File: src/rtl/systolic_gemm_ctrl_pkg.sv
// rtl/systolic_gemm_ctrl_pkg.sv - shared state encoding and tile timing helpers for the GEMM sequencer
package systolic_gemm_ctrl_pkg;

  typedef enum logic [2:0] {IDLE, CLEAR, LOAD, FLUSH, DRAIN} state_t;

  // Cycles from the last operand beat until the far corner PE holds its final sum.
  function automatic int flush_len(input int rows, input int cols, input int pe_lat);
    return (rows - 1) + (cols - 1) + pe_lat;
  endfunction

  function automatic int sel_width(input int n);
    return (n > 1) ? $clog2(n) : 1;
  endfunction

endpackage

File: src/rtl/systolic_gemm_ctrl_if.sv
// rtl/systolic_gemm_ctrl_if.sv - operand, result and control handshake bundle of the GEMM sequencer
interface systolic_gemm_ctrl_if
  import systolic_gemm_ctrl_pkg::*;
#(
  parameter int ROWS  = 16,
  parameter int COLS  = 16,
  parameter int K_MAX = 256
);
  localparam int KW = $clog2(K_MAX + 1);
  localparam int RW = sel_width(ROWS);

  logic            start;
  logic [KW-1:0]   k_len;
  logic            data_valid;
  logic            data_ready;
  logic [ROWS-1:0] in_valid_A;
  logic [COLS-1:0] in_valid_B;
  logic            acc_clear;
  logic [RW-1:0]   row_sel;
  logic            out_valid;
  logic            out_ready;
  logic            busy;
  logic            done;
  logic            err;

  modport master (
    output start, k_len, data_valid, out_ready,
    input  data_ready, in_valid_A, in_valid_B, acc_clear, row_sel, out_valid, busy, done, err
  );

  modport slave (
    input  start, k_len, data_valid, out_ready,
    output data_ready, in_valid_A, in_valid_B, acc_clear, row_sel, out_valid, busy, done, err
  );

endinterface

File: src/rtl/systolic_gemm_ctrl_skew_pipe.sv
// rtl/systolic_gemm_ctrl_skew_pipe.sv - 1-bit tapped delay line, lane i is the input delayed i cycles
module systolic_gemm_ctrl_skew_pipe #(
  parameter int LANES = 4
) (
  input  logic             clk,
  input  logic             rst_n,
  input  logic             din,
  output logic [LANES-1:0] dout
);

  generate
    if (LANES == 1) begin : g_single
      assign dout = din;
    end else begin : g_multi
      logic [LANES-1:1] dly;

      always_ff @(posedge clk or negedge rst_n) begin
        if (!rst_n) begin
          dly <= '0;
        end else begin
          dly[1] <= din;
          for (int i = 2; i < LANES; i++) begin
            dly[i] <= dly[i-1];
          end
        end
      end

      assign dout = {dly, din};
    end
  endgenerate

endmodule

File: src/rtl/systolic_gemm_ctrl.sv
// rtl/systolic_gemm_ctrl.sv - output-stationary systolic GEMM tile sequencer
// Runs CLEAR, K operand beats, a wavefront flush and a back-pressured per-row drain.
module systolic_gemm_ctrl
  import systolic_gemm_ctrl_pkg::*;
#(
  parameter int ROWS   = 16,
  parameter int COLS   = 16,
  parameter int K_MAX  = 256,
  parameter int PE_LAT = 1
) (
  input  logic                 clk,
  input  logic                 rst_n,
  systolic_gemm_ctrl_if.slave  bus
);

  localparam int KW = $clog2(K_MAX + 1);
  localparam int RW = sel_width(ROWS);
  localparam int F  = flush_len(ROWS, COLS, PE_LAT);
  localparam int FW = $clog2(F + 1);
  localparam logic [KW:0]   KMAX_W   = (KW + 1)'(K_MAX);
  localparam logic [RW-1:0] LAST_ROW = RW'(ROWS - 1);
  localparam logic [FW-1:0] LAST_FL  = FW'(F - 1);

  state_t          state_q, state_d;
  logic [KW-1:0]   k_lat;
  logic [KW-1:0]   beat_cnt;
  logic [FW-1:0]   flush_cnt;
  logic [RW-1:0]   row_sel_q;
  logic            done_q;
  logic            err_q;

  logic            legal;
  logic            beat;
  logic            last_beat;
  logic            flush_end;
  logic            row_acc;
  logic            last_row;
  logic            ready_c;
  logic            clear_c;
  logic            valid_c;

  assign legal     = (bus.k_len != '0) && ({1'b0, bus.k_len} <= KMAX_W);
  assign beat      = ready_c && bus.data_valid;
  assign last_beat = beat && (beat_cnt == k_lat - KW'(1));
  assign flush_end = (state_q == FLUSH) && (flush_cnt == LAST_FL);
  assign row_acc   = valid_c && bus.out_ready;
  assign last_row  = row_acc && (row_sel_q == LAST_ROW);

  always_ff @(posedge clk or negedge rst_n) begin
    if (!rst_n) begin
      state_q <= IDLE;
    end else begin
      state_q <= state_d;
    end
  end

  always_comb begin
    state_d = state_q;
    ready_c = 1'b0;
    clear_c = 1'b0;
    valid_c = 1'b0;
    unique case (state_q)
      IDLE:  if (bus.start && legal) state_d = CLEAR;
      CLEAR: begin
        clear_c = 1'b1;
        state_d = LOAD;
      end
      LOAD: begin
        ready_c = 1'b1;
        if (last_beat) state_d = FLUSH;
      end
      FLUSH: if (flush_end) state_d = DRAIN;
      DRAIN: begin
        valid_c = 1'b1;
        if (last_row) state_d = IDLE;
      end
      default: state_d = IDLE;
    endcase
  end

  always_ff @(posedge clk or negedge rst_n) begin
    if (!rst_n) begin
      k_lat     <= '0;
      beat_cnt  <= '0;
      flush_cnt <= '0;
      row_sel_q <= '0;
      done_q    <= 1'b0;
      err_q     <= 1'b0;
    end else begin
      if (state_q == IDLE && bus.start && legal) k_lat <= bus.k_len;

      if (state_q == CLEAR)  beat_cnt <= '0;
      else if (beat)         beat_cnt <= beat_cnt + KW'(1);

      // Runs only while flushing; the wrap past LAST_FL is never observed.
      if (state_q == FLUSH)  flush_cnt <= flush_cnt + FW'(1);
      else                   flush_cnt <= '0;

      if (last_row)          row_sel_q <= '0;
      else if (row_acc)      row_sel_q <= row_sel_q + RW'(1);

      done_q <= last_row;
      err_q  <= (state_q == IDLE) && bus.start && !legal;
    end
  end

  systolic_gemm_ctrl_skew_pipe #(.LANES(ROWS)) u_skew_a (
    .clk   (clk),
    .rst_n (rst_n),
    .din   (beat),
    .dout  (bus.in_valid_A)
  );

  systolic_gemm_ctrl_skew_pipe #(.LANES(COLS)) u_skew_b (
    .clk   (clk),
    .rst_n (rst_n),
    .din   (beat),
    .dout  (bus.in_valid_B)
  );

  assign bus.data_ready = ready_c;
  assign bus.acc_clear  = clear_c;
  assign bus.out_valid  = valid_c;
  assign bus.row_sel    = row_sel_q;
  assign bus.busy       = (state_q != IDLE);
  assign bus.done       = done_q;
  assign bus.err        = err_q;

endmodule

File: src/flat_wrapper.sv
// flat-port wrapper written by rule: the top's interface ports become plain ports
module systolic_gemm_ctrl_flat import systolic_gemm_ctrl_pkg::*;
#(
  parameter int ROWS   = 16,
  parameter int COLS   = 16,
  parameter int K_MAX  = 256,
  parameter int PE_LAT = 1
)
  (clk, rst_n, bus_start, bus_k_len, bus_data_valid, bus_out_ready, bus_data_ready, bus_in_valid_A, bus_in_valid_B, bus_acc_clear, bus_row_sel, bus_out_valid, bus_busy, bus_done, bus_err);
  systolic_gemm_ctrl_if #(.ROWS(ROWS), .COLS(COLS), .K_MAX(K_MAX)) bus_i ();
  input  logic clk;
  input  logic rst_n;
  input wire logic [$bits(bus_i.start)-1:0] bus_start;
  input wire logic [$bits(bus_i.k_len)-1:0] bus_k_len;
  input wire logic [$bits(bus_i.data_valid)-1:0] bus_data_valid;
  input wire logic [$bits(bus_i.out_ready)-1:0] bus_out_ready;
  output wire logic [$bits(bus_i.data_ready)-1:0] bus_data_ready;
  output wire logic [$bits(bus_i.in_valid_A)-1:0] bus_in_valid_A;
  output wire logic [$bits(bus_i.in_valid_B)-1:0] bus_in_valid_B;
  output wire logic [$bits(bus_i.acc_clear)-1:0] bus_acc_clear;
  output wire logic [$bits(bus_i.row_sel)-1:0] bus_row_sel;
  output wire logic [$bits(bus_i.out_valid)-1:0] bus_out_valid;
  output wire logic [$bits(bus_i.busy)-1:0] bus_busy;
  output wire logic [$bits(bus_i.done)-1:0] bus_done;
  output wire logic [$bits(bus_i.err)-1:0] bus_err;
  assign bus_i.start = bus_start;
  assign bus_i.k_len = bus_k_len;
  assign bus_i.data_valid = bus_data_valid;
  assign bus_i.out_ready = bus_out_ready;
  assign bus_data_ready = bus_i.data_ready;
  assign bus_in_valid_A = bus_i.in_valid_A;
  assign bus_in_valid_B = bus_i.in_valid_B;
  assign bus_acc_clear = bus_i.acc_clear;
  assign bus_row_sel = bus_i.row_sel;
  assign bus_out_valid = bus_i.out_valid;
  assign bus_busy = bus_i.busy;
  assign bus_done = bus_i.done;
  assign bus_err = bus_i.err;
  systolic_gemm_ctrl #(.ROWS(ROWS), .COLS(COLS), .K_MAX(K_MAX), .PE_LAT(PE_LAT)) u_core (.clk(clk), .rst_n(rst_n), .bus(bus_i));
endmodule
File: config.mk
export PLATFORM = sky130hd
export DESIGN_NAME = systolic_gemm_ctrl_flat
export DESIGN_NICKNAME = d
export VERILOG_FILES = /design/src/rtl/systolic_gemm_ctrl_pkg.sv /design/src/rtl/systolic_gemm_ctrl_if.sv /design/src/rtl/systolic_gemm_ctrl_skew_pipe.sv /design/src/rtl/systolic_gemm_ctrl.sv /design/src/flat_wrapper.sv
export SDC_FILE = /design/constraint.sdc
export NUM_CORES = 1
export LEC_CHECK = 0
export CAP_MARGIN = 30
export CORE_UTILIZATION = 35
export CTS_BUF_LIST = sky130_fd_sc_hd__clkbuf_16
export DETAILED_ROUTE_END_ITERATION = 10
export PLACE_DENSITY = 0.68
export SETUP_SLACK_MARGIN = 0.05
export SYNTH_ARGS = -nofsm -noshare
export SYNTH_HDL_FRONTEND = slang
export SYNTH_SLANG_ARGS = --single-unit
File: constraint.sdc
create_clock -name clk -period 2.97 [get_ports clk]
set_input_delay 0.594 -clock clk [delete_from_list [all_inputs] [get_ports clk]]
set_output_delay 0.594 -clock clk [all_outputs]
set_load 0.1 [all_outputs]
### Cell density map, run 1

The bar under the picture is 20 um long. The die is cut into 8 by 8 equal tiles; dark blue is low, red is high, 0 to 100% covered.
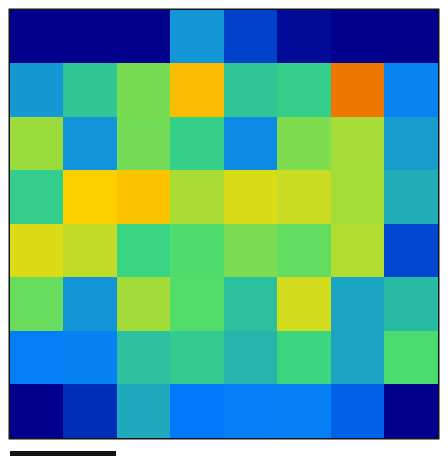
- nearly empty tiles: 11%
- mean over tiles: 41%
- fullest tile: 87%
- tiles over 75% full: 6.2%

### Track usage over the die, run 1

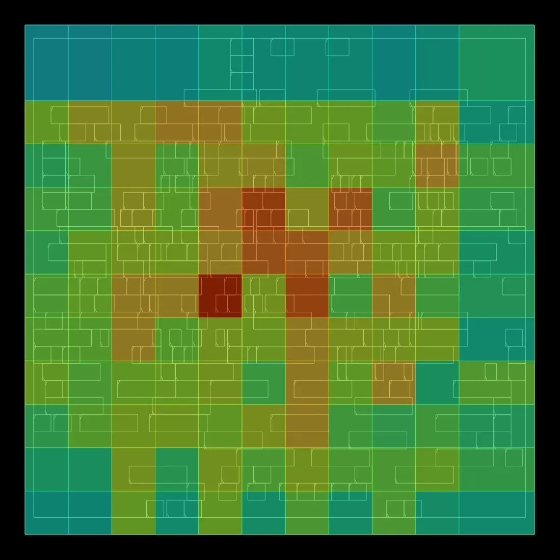
drt wl/cell: 12.6 um
met1 demand-to-capacity share in global routing: 17.3%

==> Changelog: implementation, run 1 <==
### Changed

* Final Core Density at 47.2%
* #FFs+latches synth at 47
* Number of global-route vias before repair at 1,428
* Count of maximum capacitance violations at 0
* Setup CP Type: in -> out
* Post-route minimum period at 2.47 ns
* Routed length on met1 at 1940 um
* Via/cell ratio at 4.92
* Net Count, Synth at 218
* Number of warnings reported in the yosys synthesis log at 0
* Drt pass-1 iters at 4
* Die Y-Extent at 81.0 um
* Final non-filler cell total at 321
* Final Power at 2990 uW
* Final-report hold violation count at 0
* Reg clk slew, reported paths at 0.06 ns
* Fraction of the cycle the final worst path needs at 83.3%
* Clk ins delay skew pair at 0.28 ns
* GRT Total Usage at 13.6%
* Data required, critical path at 2.38 ns
* Most frequently used cell type in the post-synthesis netlist: dfrtp_1
* Biggest combinational cell group after synthesis: simple AND/OR/NAND/NOR gates
* CTS buffer count at 5
* Number of sinks on the clock net at 47
* Met2 wire length at 1790 um
* Resized cells post-CTS at 0
* Worst hold path type: in -> async
* Unrepaired setup endpoints after global routing: false
* Adder-Cell Fraction of Synth Area at 2.86%
* Pin count of the biggest net entering global routing at 36
* Dominant logic cell types in the final layout: dfrtp_1 (47), buf_4 (41), nor2_1 (18), nand2_1 (15)
* Antenna Nets Post-Route at 0
* Cells after synthesis at 199
* Start point of the critical path: bus_data_valid
* Antenna violations before repair at 0
* Floorplan core density at 36.7%
* Multi-input combinational cell area at 862 sq um
* Layer with the highest usage after global routing: met2
* Max clock buf depth at 2
* Longest individual stage delay on the worst path at 0.48 ns
* Hold buffers post-CTS at 0
* Crit Reg-Reg Startpoint: u_core.k_lat[2]
* Cell at the slowest stage of the critical path: clkdlybuf4s50_1
* Weighted congestion reported at the end of routability-driven placement at 0.743
* Maximum fanout along the worst path at 9
* Fraction of layout cells with a size suffix above 1 at 26.8%
* Setup TNS Final at 0 ns
* Placed Cells at 313
* Maximum clock skew at final layout at 0.00399 ns
* Crit-path leading delay family: buffers and inverters
* X dimension of the die at 81.0 um
* Sequential element share of the synthesized area at 53.8%
* Max VDD drop at 0.571 mV
* Worst path arrival time at 1.88 ns
* Area grow syn2layout at 28.6%
* Primary flip-flop cell chosen by synthesis mapping: dfrtp_1
* Yosys chip area at 2180 sq um
* Overflow left after global routing at 0
* Cell area after layout at 2810 sq um
* Crit path depth at 4
* Aggregate routed wire length at 4050 um
* TritonCTS clock tree: built
* Met3 GRT Util at 4.83%
* Final slew viol count at 0
* Synth cell count leaders: dfrtp_1 (47), nor2_1 (18), buf_4 (17)
* Async S/R FF share, synth at 100%
* Tool warning count at 27
* Outcome: complete, no violations
* Per-instance average area after synthesis at 11.0 sq um
* Count of buffering cells on the critical path with inverters included at 3
* Share of cell area taken by muxes after synthesis at 5.10%
* Cell variety after synth at 38
* Worst Setup Start Kind: input port
* Netlist area before placement at 2180 sq um
* Area enclosed by the die boundary at 6560 sq um
* Placed standard-cell area at 2670 sq um
* Number of placement rows at 28
* Number of H-tree branching levels at 2
* Crit path cell chain: clkdlybuf4s50_1 -> nor4bb_2 -> buf_12 -> buf_12
* Hold slack at 0.201 ns
* Worst rel slew slack at 67.6%
* Reg2reg setup slack at 0.96 ns
* Flip-flop and latch area at 1180 sq um
* Diode insertion count for antenna repair at 0
* Core box area at 5960 sq um
### Metal 2, run 1

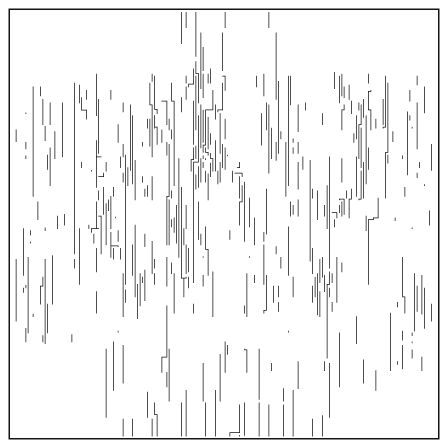
- nets with wire on the layer: 234
- wire length on this layer: 1,790 um
- share of all routed wire: 44%

==> run 1: area by class of cell <==
| type | instances | area share [%] |
|---|---|---|
| clock inverter | 3 | 0.445 |
| timing repair buffer | 58 | 18.3 |
| sequential | 47 | 41.9 |
| inverter | 7 | 0.935 |
| clock buffer | 5 | 4.45 |
| multi-input combinational | 126 | 30.7 |
| tap | 75 | 3.34 |
==> run 1: flip-flops by register name (all words and copies together), names as in the netlist <==
signal / flops
u_core.beat_cnt: 9
u_core.bus.done: 1
u_core.bus.err: 1
u_core.bus.row_sel: 4
u_core.flush_cnt: 5
u_core.k_lat: 9
u_core.state_q: 3
u_core.u_skew_a.g_multi.dly: 15
==> run 1: where the power goes <==
group          leakage, uW  internal, uW  switching [uW]  total [uW]
logic             0.000631           396            1130        1520
registers         0.000606           778             160         938
clock network    0.0000762           304             222         526
## Run 2: what changed since run 1
- PLACE_DENSITY: 0.68 -> 0.71
- clock period: 2.97 -> 2.16 ns (I/O delays scaled with it)
### Signal wires on met1, run 2

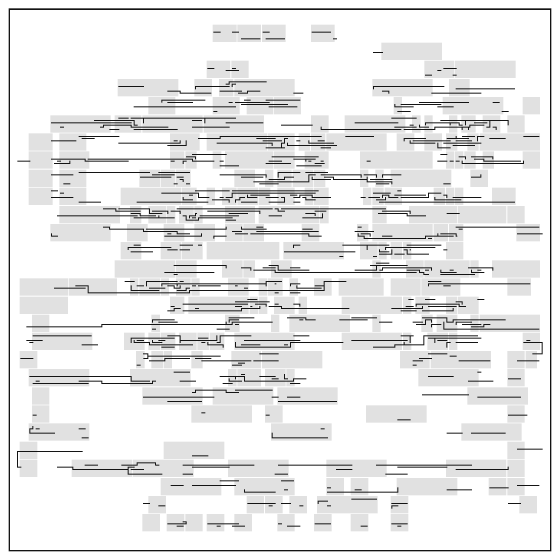
- wire length on this layer: 1,970 um
- longest straight run: 21.2 um
- main direction: horizontal
- nets with wire on the layer: 221

==> run 2 against run 1 <==
Net effect: utilization up 2.8 points; cell area rose by 6.0%; sequential power increased by 38%; critical path depth unchanged; routed wire length increased by 6.0%; critical endpoint is now bus_in_valid_B[0]; die area is the same; total power increased by 47%; clock skew grew 0.0020 ns; via count rose by 1.1%; sequential share of layout area down 2.4 points.
==> Changelog: implementation, run 2 <==
### Changed

* Reg2Reg Depth at 5
* Unrepaired setup endpoints after global routing: false
* Reg clk slew, reported paths at 0.06 ns (about the same)
* Crit Reg-Reg Startpoint: u_core.k_lat[2]
* Clk network pwr share at 22.3% (+4.7 points)
* Logic gate share of total power at 48.4% (-2.6 points)
* Post-route minimum period at 2.02 ns
* Sequential element share of the synthesized area at 53.8% (unchanged)
* Final slew viol count at 0 (unchanged)
* Antenna violations before repair at 0 (unchanged)
* Met2 wire length at 1980 um (+10%)
* Core box area at 5960 sq um (unchanged)
* Group with the largest share of power: combinational cells
* GRT Total Usage at 14.6% (+0.97 points)
* Drt pass-1 iters at 4 (unchanged)
* Setup TNS Final at 0 ns (unchanged)
* Antenna Nets Post-Route at 0 (unchanged)
* Number of top-level pins at 56
* Sequential logic power at 1290 uW (+38%)
* Fraction of layout cells with a size suffix above 1 at 29.9% (+3.1 points)
* Outcome: complete, no violations
* Power Combinational at 2130 uW (+40%)
* Crit path setup slack, layout at 0.139 ns
* Hold slack at 0.240 ns (+0.0396 ns)
* Number of warnings reported in the yosys synthesis log at 0 (unchanged)
* Start point of the critical path: bus_data_valid
* Netlist area before placement at 2180 sq um (unchanged)
* Diode insertion count for antenna repair at 0 (unchanged)
* Via/cell ratio at 4.86 (-1.3%)
* Most frequently placed logic cell in the final layout: dfrtp_1
* Yosys chip area at 2180 sq um (unchanged)
* Net Count, Synth at 218 (unchanged)
* Final Power at 4400 uW (+47%)
* Area grow syn2layout at 36.3%
* Number of sinks on the clock net at 47 (unchanged)
* Longest individual stage delay on the worst path at 0.46 ns (-0.02 ns)
* Routed length on met1 at 1970 um (+1.5%)
* Weighted congestion reported at the end of routability-driven placement at 0.811 (+9.2%)
* EDFF count, synth at 0
* Overflow left after global routing at 0 (unchanged)
* Met1 demand-to-capacity share in global routing at 18.4% (+1.0 points)
* Cell area after layout at 2980 sq um (+6.0%)
* Count of fill cells added during filler insertion at 552
* X dimension of the die at 81.0 um (unchanged)
* Placed Cells at 321 (+2.6%)
* CTS buffer count at 5 (unchanged)
* Synth cell count leaders: dfrtp_1 (47), nor2_1 (18), buf_4 (17)
* Reg2reg setup slack at 0.15 ns (-0.81 ns)
* Number of H-tree branching levels at 2 (unchanged)
* Crit path depth at 4 (unchanged)
* Endpoint kind of the worst setup timing path: primary output
* Final Core Density at 50.0% (+2.8 points)
* Cells after synthesis at 199 (unchanged)
* Data required, critical path at 1.73 ns (-0.65 ns)
* #FFs+latches synth at 47 (unchanged)
* Number of placement rows at 28 (unchanged)
* Maximum clock skew at final layout at 0.00603 ns (+0.00204 ns)
* Async S/R FF share, synth at 100% (unchanged)
* Met3 GRT Util at 4.49% (-0.34 points)
* Cell-internal power at 2300 uW (+56%)
* Switching share of power at 47.7% (-2.8 points)
* Crit path cell chain: clkdlybuf4s50_1 -> nor4bb_2 -> buf_4 -> buf_12
* Layer with the highest usage after global routing: met2
* Register with the highest flop count: u_core.u_skew_a.g_multi.dly
* Final routed DRC violation total at 0
* Hold buffers post-CTS at 0 (unchanged)
* Fraction of the cycle the final worst path needs at 93.5%
* Tool warning count at 27 (unchanged)
* Max clock buf depth at 2 (unchanged)
* Flip-flop count of the largest register after layout at 15 (unchanged)
* Count of buffering cells on the critical path with inverters included at 3 (unchanged)
* Cell variety after synth at 38 (unchanged)
* Max VDD drop at 0.950 mV (+66%)
* Worst hold path type: in -> async
* Worst rel slew slack at 60.0% (-7.5 points)
* Pin count of the biggest net entering global routing at 48 (+33%)
* Per-instance average area after synthesis at 11.0 sq um (unchanged)
* Setup CP Type: in -> out
* Count of maximum capacitance violations at 0 (unchanged)
* Most frequently used cell type in the post-synthesis netlist: dfrtp_1
* Area enclosed by the die boundary at 6560 sq um (unchanged)
* Biggest regs: u_core.u_skew_a.g_multi.dly x15, u_core.beat_cnt x9, u_core.k_lat x9
* Final-report hold violation count at 0 (unchanged)
* Cell at the slowest stage of the critical path: clkdlybuf4s50_1
* Setup violation total in the final timing report at 0
* Power dissipated in the clock network at 981 uW (+87%)
* Worst path arrival time at 1.59 ns (-0.29 ns)
* Dominant logic cell types in the final layout: dfrtp_1 (47), buf_4 (46), nor2_1 (18), nand2_1 (15)
* Clk ins delay skew pair at 0.29 ns (about the same)
* Die Y-Extent at 81.0 um (unchanged)
* Aggregate routed wire length at 4290 um (+6.0%)
* Primary flip-flop cell chosen by synthesis mapping: dfrtp_1
* Worst Setup Start Kind: input port
* Number of global-route vias before repair at 1,539 (+7.8%)
* Resized cells post-CTS at 0 (unchanged)
* Drt wl/cell at 13.0 um (+3.4%)
* Crit-path leading delay family: buffers and inverters
* TritonCTS clock tree: built
### Cells by drive strength, run 2

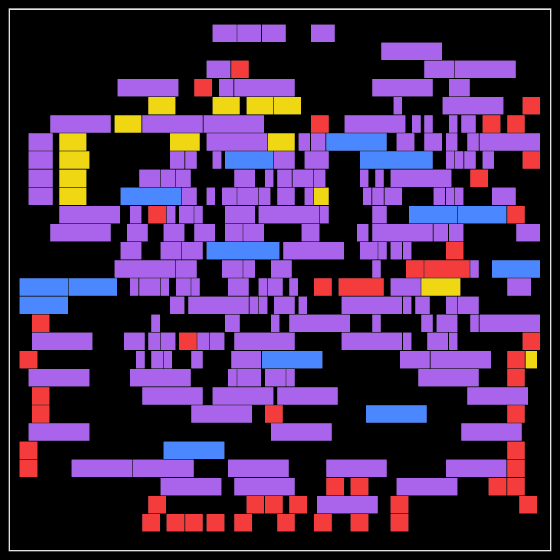
- blue: _6 and larger (cells 14; most used buf_12)
- yellow: _2 cells (cells 14; most used mux2_2)
- red: _3 and _4 cells (cells 48; most used buf_4)
- purple: _0 and _1 cells (cells 178; most used dfrtp_1)

-- run 2: cells by family (layout without fill, tap and decap cells) --
| logic type | after synthesis | in the layout | share of synthesized area [%] |
|---|---|---|---|
| flops | 47 | 47 | 53.8 |
| compound gates | 18 | 18 | 4.98 |
| xor+xnor | 21 | 21 | 8.42 |
| buf+inv | 26 | 81 | 7.45 |
| mux | 10 | 10 | 5.10 |
| fa+ha+maj | 5 | 5 | 2.86 |
| simple gates | 72 | 72 | 17.4 |
-- run 2: final cells by class --
cell class	instances	area [sq um]	area share (%)
Inverter	7	26.3	0.883
Clock buffer	5	125	4.20
Sequential cell	47	1180	39.5
Timing Repair Buffer	66	611	20.5
Tap cell	75	93.8	3.15
Multi-Input combinational cell	126	881	29.6
Clock inverter	3	63.8	2.14
Power figures rest on the tool's default switching activity, not on a simulated workload.
